## config.mk

```make
export PLATFORM = sky130hd
export DESIGN_NAME = spi_regfile
export DESIGN_NICKNAME = d
export VERILOG_FILES = /design/src/rtl/spi_regfile.sv
export SDC_FILE = /design/constraint.sdc
export NUM_CORES = 2
export LEC_CHECK = 0
export ABC_AREA = 0
export CAP_MARGIN = 0
export CORE_MARGIN = 5
export CORE_UTILIZATION = 30
export DETAILED_ROUTE_END_ITERATION = 12
export PLACE_DENSITY = 0.47
export SLEW_MARGIN = 20
export SYNTH_ARGS = -nofsm -noshare
export SYNTH_HDL_FRONTEND = slang
export SYNTH_SLANG_ARGS = --single-unit
```

## constraint.sdc

```tcl
create_clock -name clk -period 32.6 [get_ports clk]
set_input_delay 8.15 -clock clk [delete_from_list [all_inputs] [get_ports clk]]
set_output_delay 8.15 -clock clk [all_outputs]
set_load 0.02 [all_outputs]
```

## src/rtl/spi_regfile.sv

```systemverilog
// SPI-mode-0 slave register file: deferred (pending) or immediate writes, readback on MISO.
// Pending values are promoted to live registers by a single load_new strobe.
module spi_regfile #(
    parameter int                          NUM_REGS    = 16,
    parameter int                          ADDR_W      = 4,
    parameter int                          DATA_W      = 24,
    parameter logic [NUM_REGS*DATA_W-1:0]  RESET_VALUE = '0
) (
    input  logic                         clk,
    input  logic                         reset,
    input  logic                         i_sclk,
    input  logic                         i_ss_n,
    input  logic                         i_mosi,
    output logic                         o_miso,
    output logic                         o_miso_oe,
    input  logic                         load_new,
    output logic [NUM_REGS*DATA_W-1:0]   regs,
    output logic [NUM_REGS-1:0]          pending
);
    localparam int HDR_LEN = 2 + ADDR_W;
    localparam int CNT_MAX = (HDR_LEN > DATA_W) ? HDR_LEN : DATA_W;
    localparam int CNT_W   = $clog2(CNT_MAX + 1);

    typedef enum logic [1:0] {IDLE, HDR, DAT} state_t;

    logic [2:0]                        sclk_q;
    logic [1:0]                        ss_q, mosi_q;
    state_t                            state_q, state_d;
    logic [CNT_W-1:0]                  cnt_q, cnt_d;
    logic [HDR_LEN-1:0]                hdr_q, hdr_d, hdr_sh;
    logic [DATA_W-1:0]                 dat_q, dat_d, miso_q, miso_d, rdata;
    logic                              armed_q, armed_d, commit_q, commit_d;
    logic [NUM_REGS-1:0][DATA_W-1:0]   live_q, slot_q;
    logic [NUM_REGS-1:0]               pend_q, wr_hit;

    logic sclk_rise, sclk_fall, ss_act, mosi_s;
    assign sclk_rise = sclk_q[1] & ~sclk_q[2];
    assign sclk_fall = ~sclk_q[1] & sclk_q[2];
    assign ss_act    = ~ss_q[1];
    assign mosi_s    = mosi_q[1];
    assign hdr_sh    = {hdr_q[HDR_LEN-2:0], mosi_s};

    // Read data is selected from the header as it completes on the last header rise.
    always_comb begin
        rdata = '0;
        for (int n = 0; n < NUM_REGS; n++)
            if (hdr_sh[ADDR_W-1:0] == ADDR_W'(n)) rdata = live_q[n];
    end

    always_comb begin
        state_d  = state_q;
        cnt_d    = cnt_q;
        hdr_d    = hdr_q;
        dat_d    = dat_q;
        miso_d   = miso_q;
        commit_d = 1'b0;
        armed_d  = armed_q | ~ss_act;
        if (!ss_act) begin
            state_d = IDLE;
            cnt_d   = '0;
        end else begin
            case (state_q)
                IDLE: if (armed_q) begin
                    state_d = HDR;
                    cnt_d   = '0;
                end
                HDR: if (sclk_rise) begin
                    hdr_d = hdr_sh;
                    if (cnt_q == CNT_W'(HDR_LEN - 1)) begin
                        state_d = DAT;
                        cnt_d   = '0;
                        miso_d  = hdr_sh[HDR_LEN-1] ? rdata : '0;
                    end else begin
                        cnt_d = cnt_q + 1'b1;
                    end
                end
                DAT: if (sclk_rise) begin
                    dat_d = (dat_q << 1) | DATA_W'(mosi_s);
                    if (cnt_q == CNT_W'(DATA_W - 1)) begin
                        state_d  = HDR;
                        cnt_d    = '0;
                        commit_d = ~hdr_q[HDR_LEN-1];
                    end else begin
                        cnt_d = cnt_q + 1'b1;
                    end
                // The fall before the first data rise must keep the MSB on the wire.
                end else if (sclk_fall && cnt_q != '0) begin
                    miso_d = miso_q << 1;
                end
                default: state_d = IDLE;
            endcase
        end
    end

    always_ff @(posedge clk or posedge reset) begin
        if (reset) begin
            sclk_q   <= '0;
            ss_q     <= '0;
            mosi_q   <= '0;
            state_q  <= IDLE;
            cnt_q    <= '0;
            hdr_q    <= '0;
            dat_q    <= '0;
            miso_q   <= '0;
            armed_q  <= 1'b0;
            commit_q <= 1'b0;
        end else begin
            sclk_q   <= {sclk_q[1:0], i_sclk};
            ss_q     <= {ss_q[0], i_ss_n};
            mosi_q   <= {mosi_q[0], i_mosi};
            state_q  <= state_d;
            cnt_q    <= cnt_d;
            hdr_q    <= hdr_d;
            dat_q    <= dat_d;
            miso_q   <= miso_d;
            armed_q  <= armed_d;
            commit_q <= commit_d;
        end
    end

    // Out-of-range addresses match no register, so such writes fall away here.
    always_comb begin
        wr_hit = '0;
        for (int n = 0; n < NUM_REGS; n++)
            if (commit_q && hdr_q[ADDR_W-1:0] == ADDR_W'(n)) wr_hit[n] = 1'b1;
    end

    always_ff @(posedge clk or posedge reset) begin
        if (reset) begin
            live_q <= RESET_VALUE;
            slot_q <= '0;
            pend_q <= '0;
        end else begin
            for (int n = 0; n < NUM_REGS; n++) begin
                if (wr_hit[n] && hdr_q[ADDR_W]) begin
                    live_q[n] <= dat_q;
                    pend_q[n] <= 1'b0;
                end else begin
                    if (load_new && pend_q[n]) begin
                        live_q[n] <= slot_q[n];
                        pend_q[n] <= 1'b0;
                    end
                    if (wr_hit[n]) begin
                        slot_q[n] <= dat_q;
                        pend_q[n] <= 1'b1;
                    end
                end
            end
        end
    end

    assign regs      = live_q;
    assign pending   = pend_q;
    assign o_miso_oe = ss_act & (state_q == DAT) & hdr_q[HDR_LEN-1];
    assign o_miso    = o_miso_oe & miso_q[DATA_W-1];
endmodule

```

==> results.toml <==
# synthesis and place-and-route metrics
[outcome]
status = "completed"

[detailed_routing]
drc = 0
wl_met2_mm = 73.20
route.met3.wl_mm = 13.14
met1_length_mm = 72.51
dr.pass1.iters = 5

[power]
comb_power_share = 0.145
switching_share = 0.2968
powerClk_mw = 1.15
p_int_mw = 1.850
powerSeq_mw = 1.10
top_power_group = "clock"

[timing]
hold_violations = 0
period_minus_slack_ps = 11240
fin_hold_ws_ps = 347.9
skew_ps = 27.37
fin_crit_sh = 0.3448
rsz0062_at_grt = "no"
max_slew_margin = 0.2542
worst-slew-pin-transition_ps = 1114

[synth]
mux_share = 0.2336
synth_area_um2 = 40060
ys_sh_adder = 0.002186
ys.flops = 854
yosysCellCount = 3490
synthAoiAreaFrac = 0.1137

[setup_path]
setup.worst_path.end_class = "asynchronous set/reset pin"
path_class = "input pin to asynchronous set/reset pin"
r2r_start = "hdr_q[0]"
ff2ff_path_depth = 6

[layout]
finish.utilization = 0.3675
finalInstanceArea_um2 = 48920
synthToLayoutAreaGrowth_pct = 22.11

[grt]
grt_pass1_wl_mm = 232.5
use_met1 = 0.3125
antenna_found_initial = 7
first_global_vias = 28970
grt_max_degree = 154

[clocking]
cts-htree-levels = 3
post_cts_buffers = 0
cts_tree = "yes"

[place]
port_buffers = 407
dp.cells = 5416

[floorplanning]
ios = 408
fp.dieArea_um2 = 140900
==> final cells by class <==
| class | count | area, µm² |
|---|---|---|
| Timing Repair Buffer | 476 | 4617 |
| Sequential cell | 854 | 21400 |
| Inverter | 17 | 71.32 |
| Antenna cell | 7 | 17.52 |
| Clock buffer | 165 | 3120 |
| Tap cell | 1768 | 2212 |
| Multi-Input combinational cell | 2301 | 17250 |
| Clock inverter | 18 | 227.7 |
| Fill cell | 13100 | 84200 |
==> kinds of logic (layout without fill, tap and decap cells) <==
| group | count (synthesis) | count (layout) |
|---|---|---|
| and+or+nand+nor | 688 | 688 |
| other | 0 | 7 |
| DFF | 854 | 854 |
| muxes | 858 | 858 |
| adders and majority gates | 7 | 7 |
| xor gates and xnor gates | 2 | 2 |
| buffers and inverters | 335 | 676 |
| AOI/OAI and AO/OA | 746 | 746 |
==> worst max-delay path, cell delays in order <==
cell	delay (ps)
clkdlybuf4s50_1	500
inv_8	540
buf_4	760
buf_4	870
buf_4	870
==> synth_stat cells (all sizes together) (5+ instances only) <==
| library cell | count | area share |
|---|---|---|
| dfrtp | 854 | 0.53 |
| mux2 | 426 | 0.12 |
| mux2i | 413 | 0.10 |
| nor2 | 352 | 0.035 |
| a21oi | 335 | 0.042 |
| nand2 | 196 | 0.019 |
| buf | 185 | 0.026 |
| o21ai | 153 | 0.019 |
| clkbuf | 133 | 0.012 |
| a22oi | 38 | 0.0072 |
| o22ai | 31 | 0.0048 |
| nand3 | 25 | 0.0031 |
| nor2b | 20 | 0.0031 |
| mux4 | 19 | 0.011 |
| nand2b | 19 | 0.0030 |
| inv | 17 | 0.0016 |
| o211ai | 16 | 0.0030 |
| a211oi | 15 | 0.0028 |
| a31oi | 15 | 0.0023 |
| a32o | 14 | 0.0035 |
| nor3 | 12 | 0.0015 |
| o2bb2ai | 11 | 0.0024 |
| o211a | 10 | 0.0025 |
| a221oi | 9 | 0.0021 |
| a31o | 9 | 0.0020 |
| and3 | 9 | 0.0014 |
| o221ai | 9 | 0.0020 |
| o22a | 9 | 0.0020 |
| a22o | 8 | 0.0017 |
| nand4 | 8 | 0.0012 |
| o2111ai | 8 | 0.0017 |
| and2 | 7 | 0.0011 |
| ha | 7 | 0.0022 |
| o21a | 7 | 0.0013 |
| or3 | 7 | 0.0011 |
| a221o | 6 | 0.0015 |
| a311oi | 6 | 0.0013 |
| nand3b | 6 | 0.0011 |
| a21o | 5 | 0.00094 |
| nand4b | 5 | 0.0011 |
==> cells in the final DEF, fill, tap and decap left out, drive strengths merged, types with 7 or more instances in the layout <==
cell and n:
a211oi 15, a21oi 335, a221oi 9, a22o 8
a22oi 38, a31o 9, a31oi 15, a32o 14
and2 7, and3 9, buf 69, clkbuf 165
clkdlybuf4s50 407, clkinv 12, dfrtp 854, diode 7
ha 7, inv 19, mux2 426, mux2i 413
mux4 19, nand2 196, nand2b 19, nand3 25
nand4 8, nor2 352, nor2b 20, nor3 12
o2111ai 8, o211a 10, o211ai 16, o21a 7
o21ai 153, o221ai 9, o22a 9, o22ai 31
o2bb2ai 11, or3 7
==> images/layer_met3.png <==
Scale: 1 px per µm.
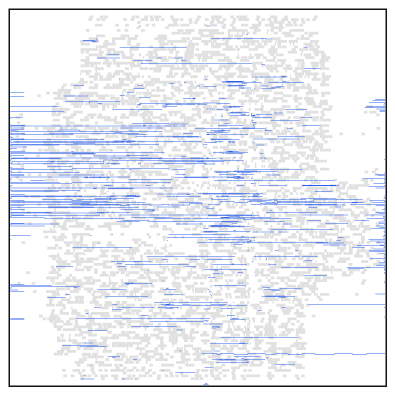
wire length on this layer: 13,100 µm
main direction: horizontal
longest straight run: 174 µm
share of all routed wire: 8.0%
Vias: 29.62k
met3 GRT Util: 0.06319
Detailed Route WL: 164.7 mm

==> images/wires.png <==
Scale: 1 px per µm.
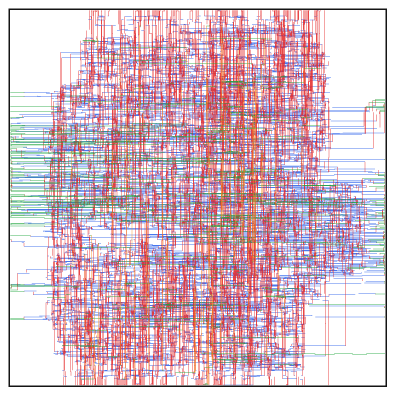
legend:
  blue:
    layer: metal 1
    wire_length: 72.5 mm
  orange:
    layer: metal 4
    wire_length: 5,850 µm
  red:
    layer: metal 2
    wire_length: 73.2 mm
  green:
    layer: metal 3
    wire_length: 13,100 µm
drt wl/cell: 29.38 µm
gr usage total: 0.2275

==> images/power_grid.png <==
Scale: 1 px per µm. Pins as bars on the die edge. Tap cells in gray.
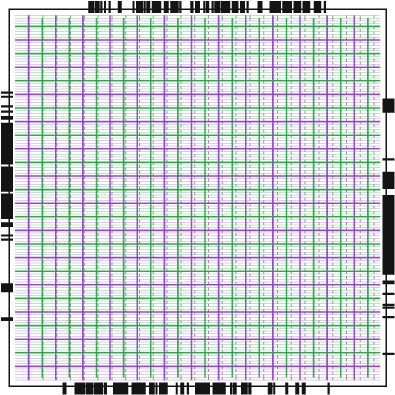
legend:
  green:
    net: VDD
  purple:
    net: VSS
met1 rails: 135
met4 straps: 26
met5 straps: 26
rows: 134
tap cells: 1,768
VDD IR-drop max: 0.03333 mV
width of the die: 375.4 µm
Die Y: 375.4 µm
Core Area: 133,100 µm²

==> images/clocks.png <==
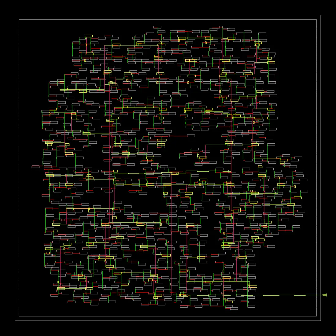
clk sinks: 854
total CTS buffers: 101

==> images/layer_met2.png <==
Scale: 1 px per µm.
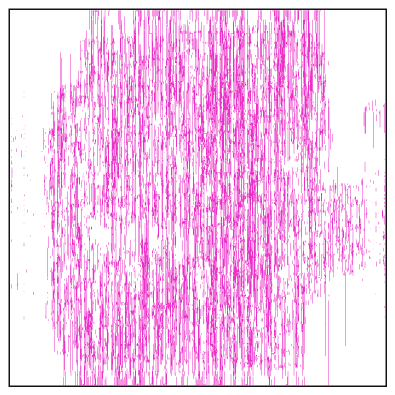
wire length on this layer: 73.2 mm
main direction: vertical
share of all routed wire: 44%
nets with wire on the layer: 3,118
met2 usage: 0.3455

No activity file was given, so power comes from the tool's default toggle rates.
